### src/rtl/uart_tx_arbiter.sv
// ============================================================================
// Module   : uart_tx_arbiter
// Brief    : Round-robin arbiter merging N_REQ byte streams into one UART TX
//            FIFO, framing each message with a header byte 8'hA0 | id.
// Revision : 1.0  initial release
// ============================================================================
`default_nettype none

module uart_tx_arbiter #(
  parameter int N_REQ   = 4,
  parameter int MAX_LEN = 16
) (
  input  logic                       clk,
  input  logic                       rst_n,
  input  logic [N_REQ-1:0]           req_valid,
  input  logic [8*N_REQ-1:0]         req_data,
  input  logic [N_REQ-1:0]           req_last,
  output logic [N_REQ-1:0]           req_ready,
  input  logic                       fifo_full,
  output logic                       fifo_wr_EN,
  output logic [7:0]                 fifo_data_in,
  output logic [$clog2(N_REQ)-1:0]   grant_id,
  output logic                       busy,
  output logic                       len_err
);

  localparam int ID_W  = $clog2(N_REQ);
  localparam int CNT_W = $clog2(MAX_LEN + 1);

  typedef enum logic [1:0] {
    S_IDLE    = 2'd0,
    S_HEADER  = 2'd1,
    S_PAYLOAD = 2'd2
  } state_t;

  state_t            r_state;
  logic [ID_W-1:0]   r_grant;
  logic [ID_W-1:0]   r_last_id;
  logic [CNT_W-1:0]  r_cnt;
  logic              r_len_err;

  logic [ID_W-1:0]   w_start;
  logic [ID_W-1:0]   w_winner;
  logic [7:0]        w_grant_byte;
  logic [7:0]        w_sel_data;
  logic              w_sel_last;
  logic              w_at_max;
  logic              w_xfer;

  assign w_start      = (r_last_id == ID_W'(N_REQ - 1)) ? '0 : r_last_id + 1'b1;
  assign w_grant_byte = {{(8 - ID_W){1'b0}}, r_grant};
  assign w_sel_data   = req_data[{r_grant, 3'b000} +: 8];
  assign w_sel_last   = req_last[r_grant];
  assign w_at_max     = (r_cnt == CNT_W'(MAX_LEN - 1));

  // Second pass overrides the first, so a requester at/after w_start beats a wrapped one.
  always_comb begin
    w_winner = '0;
    for (int i = N_REQ - 1; i >= 0; i--) begin
      if (req_valid[i]) w_winner = ID_W'(i);
    end
    for (int i = N_REQ - 1; i >= 0; i--) begin
      if (req_valid[i] && (ID_W'(i) >= w_start)) w_winner = ID_W'(i);
    end
  end

  always_comb begin
    req_ready    = '0;
    fifo_wr_EN   = 1'b0;
    fifo_data_in = 8'h00;
    w_xfer       = 1'b0;
    case (r_state)
      S_HEADER: begin
        if (!fifo_full) begin
          fifo_wr_EN   = 1'b1;
          fifo_data_in = 8'hA0 | w_grant_byte;
        end
      end
      S_PAYLOAD: begin
        req_ready[r_grant] = !fifo_full;
        w_xfer             = req_valid[r_grant] && !fifo_full;
        if (w_xfer) begin
          fifo_wr_EN   = 1'b1;
          fifo_data_in = w_sel_data;
        end
      end
      default: ;
    endcase
  end

  always_ff @(posedge clk or negedge rst_n) begin
    if (!rst_n) begin
      r_state   <= S_IDLE;
      r_grant   <= '0;
      r_last_id <= ID_W'(N_REQ - 1);
      r_cnt     <= '0;
      r_len_err <= 1'b0;
    end else begin
      r_len_err <= 1'b0;
      case (r_state)
        S_IDLE: begin
          if (|req_valid) begin
            r_grant <= w_winner;
            r_state <= S_HEADER;
          end
        end
        S_HEADER: begin
          if (!fifo_full) begin
            r_cnt   <= '0;
            r_state <= S_PAYLOAD;
          end
        end
        S_PAYLOAD: begin
          if (w_xfer) begin
            r_cnt <= r_cnt + 1'b1;
            // The MAX_LEN-th byte closes the message even without req_last.
            if (w_sel_last || w_at_max) begin
              r_state   <= S_IDLE;
              r_last_id <= r_grant;
              r_len_err <= !w_sel_last;
            end
          end
        end
        default: r_state <= S_IDLE;
      endcase
    end
  end

  assign grant_id = r_grant;
  assign busy     = (r_state != S_IDLE);
  assign len_err  = r_len_err;

endmodule

`default_nettype wire

### config.mk
export PLATFORM = sky130hd
export DESIGN_NAME = uart_tx_arbiter
export DESIGN_NICKNAME = d
export VERILOG_FILES = /design/src/rtl/uart_tx_arbiter.sv
export SDC_FILE = /design/constraint.sdc
export NUM_CORES = 1
export LEC_CHECK = 0
export CORE_MARGIN = 5
export CORE_UTILIZATION = 41
export CTS_CLUSTER_DIAMETER = 40
export DETAILED_ROUTE_END_ITERATION = 10
export PLACE_DENSITY_LB_ADDON = 0.12
export SETUP_SLACK_MARGIN = 0.15
export SYNTH_ARGS = -nofsm -noshare
export SYNTH_HDL_FRONTEND = slang
export SYNTH_SLANG_ARGS = --single-unit
### constraint.sdc
create_clock -name clk -period 2.35 [get_ports clk]
set_input_delay 0.47 -clock clk [delete_from_list [all_inputs] [get_ports clk]]
set_output_delay 0.47 -clock clk [all_outputs]
set_load 0.05 [all_outputs]
**Selected gate families**

Scale bar: 20 um.
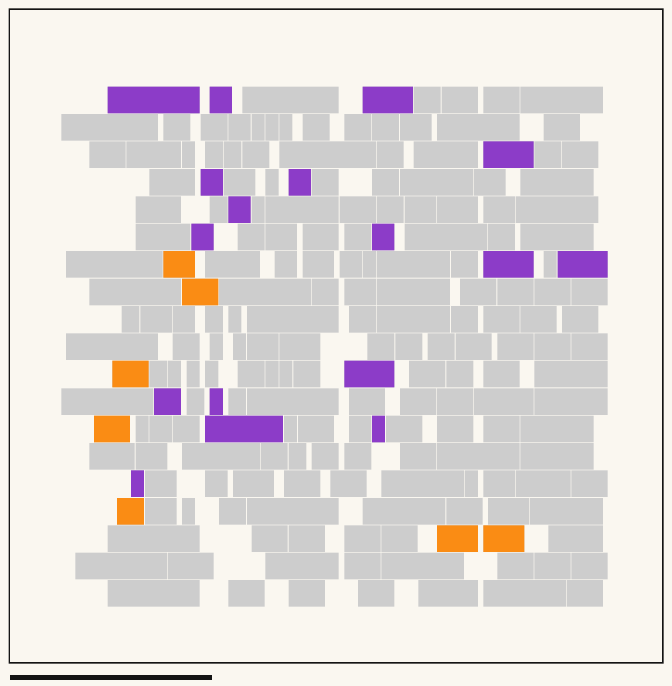
| color | family | cells | most used |
|---|---|---|---|
| purple | NOR gates | 17 | nor2b_4 |
| orange | AND-OR and OR-AND gates | 7 | a32o_2 |
Comb area share: 0.434
most frequent logic cell in the layout: clkdlybuf4s50_1
final instance count without filler cells: 233

**Routing congestion map**

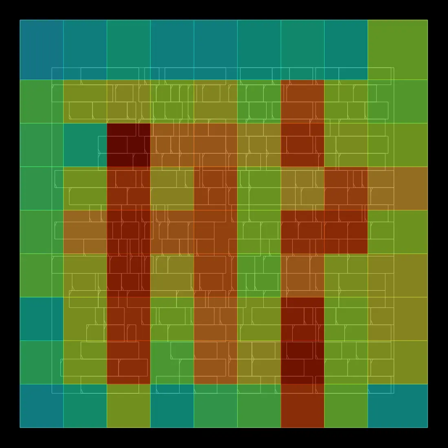
grt peak-use layer: met2
Total GRT Usage: 0.217
routing usage on met3: 0.0397
Global Route met1 Usage: 0.255
Final Util: 0.819

**Placement density heat map**

The die is cut into 6 by 6 equal tiles; dark blue is low, red is high, 0 to 100% covered.
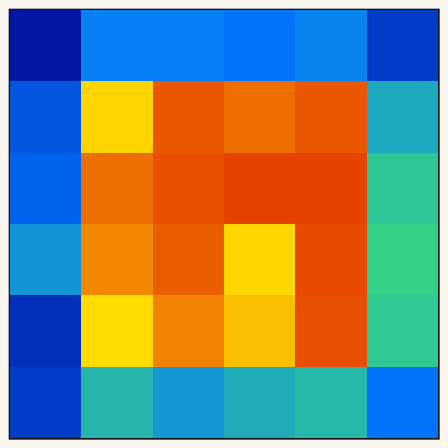
densest ninth of the die: center
tiles over 75% full: 42%
mean over tiles: 54%
fullest tile: 93%
Initial Util: 0.437
Core ar.: 2810 um^2

==> results.yml <==
# physical design summary
status:
  status: "completed"
yosys:
  yosysChipArea_um2: 1230
  area_leaders: "dfrtp_1, mux4_2, ha_1, dfstp_2, nor2b_1"
  postSynthSeqShare: 0.247
  top_cell: "nand2_1"
  synth-edff-count: 0
  ys_seq_elements: 12
  ys_async_sr_fraction: 1.00
  ys_top_logic_family: "multiplexers"
  compound_area_frac: 0.186
  mappedNetlistNets: 170
  netlist_area_um2: 1230
  simple_gate_share: 0.201
  adder_share: 0.0714
  ys_warn_count: 0
  ys_cells: 120
  syn_inst: 120
  xor_share: 0.00714
  flop_cell: "dfrtp_1"
  ys_types: 48
cts:
  clockBufferDepth: 2
  htreeDepth: 1
  numCtsBuffers: 3
  clk_pin_slew_ns: 0.08
  cts_num_sinks: 12
  postCtsHoldBufs: 0
  ctsResizeCount: 17
  root_buffer: "clkbuf_4"
worst_setup_path:
  r2r_end: "r_state[1]"
  startpoint: "grant_id[0]"
  path_max_fanout: 8
  endpoint: "fifo_data_in[5]"
  path_cells: "mux4_2, buf_6, nand3_4, o21ai_4, buf_12"
  slowest_stage: "mux4_2"
  critPathMaxStageDelay_ns: 0.56
  path_buffers: 2
  critPathKind: "register to output port"
cells_and_area:
  flop_area_um2: 305
  nNonClkInverters: 9
  top_register: "r_cnt"
  buf_share: 0.390
  comb_cells: 94
  layout_top_cells: "clkdlybuf4s50_1, buf_4, buf_12"
  largest_register_ffs: 5
  drive_gt1_frac: 0.426
  dominant-cell-class: "logic gates"
  fin_nets: 253
  synthToLayoutAreaGrowth_pct: 87.4
  nClkBuffers: 4
  diodes: 0
  fillers: 164
final_timing:
  relSlewSlack: 0.608
  setup-tns-final_ns: 0
  setup_viol: 0
  period_minus_slack_ns: 2.33
  setup_ws_ns: 0.0218
  hold_viol_final: 0
  fmax_ghz: 0.430
route:
  wl_met3_um: 346
  drt_iter0_markers: 63
  drc: 0
  routed_via_density: 5.93
  firstDrtPassIters: 4
  maxUsedRoutingLayer: "met4"
  antenna_left: 0
min_path:
  whs_endpoint: "r_cnt[4]"
  hp-class: "register to register"
  holdCritStartpoint: "r_cnt[4]"
pwr:
  internal_power_w: 0.00122
  top_power_group: "combinational logic"
  p_switching_w: 0.00102
  p_comb_w: 0.00177
  worst_ir_drop_vdd_v: 0.000878
  seqPwrFrac: 0.150
job:
  tool_warnings: 32
placement:
  numPortBuffers: 59
  hpwl_mm: 3.21
  place_inst: 216
  globalplace.congestion: 0.788
global_route:
  use_met2: 0.390
  antenna_found_initial: 0
  grt_remaining_overflow: 0
  grt_max_degree: 19
floorplanning:
  die_area_um2: 4180
  taps: 31
  rows: 19
**Metal layers overlaid**

Scale bar: 20 um.
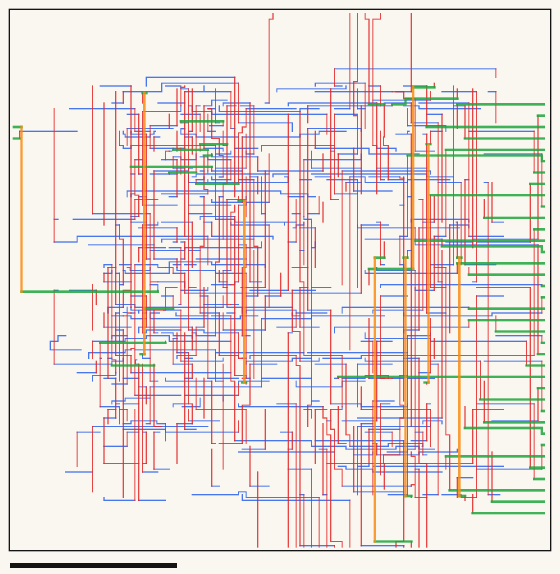
| color | layer | wire length |
|---|---|---|
| green | metal 3 | 347 um |
| red | metal 2 | 2,450 um |
| blue | metal 1 | 1,900 um |
| orange | metal 4 | 214 um |
via count: 1,381
Routed WL: 4.91 mm
wire length per cell: 21.1 um

**Clock distribution**

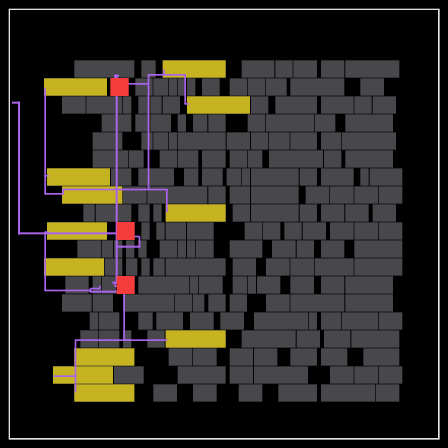
[red] clock drivers | count: 3
[purple] clock wires | length: 207 um
[yellow] flip-flops | count: 12
routed clock nets: 4
clk_lat worst skew: 0.28 ns
clock power share: 0.064
clk pwr: 0.000143 W
Worst Skew: 0.00145 ns

Power is estimated from default activity; no workload was simulated.
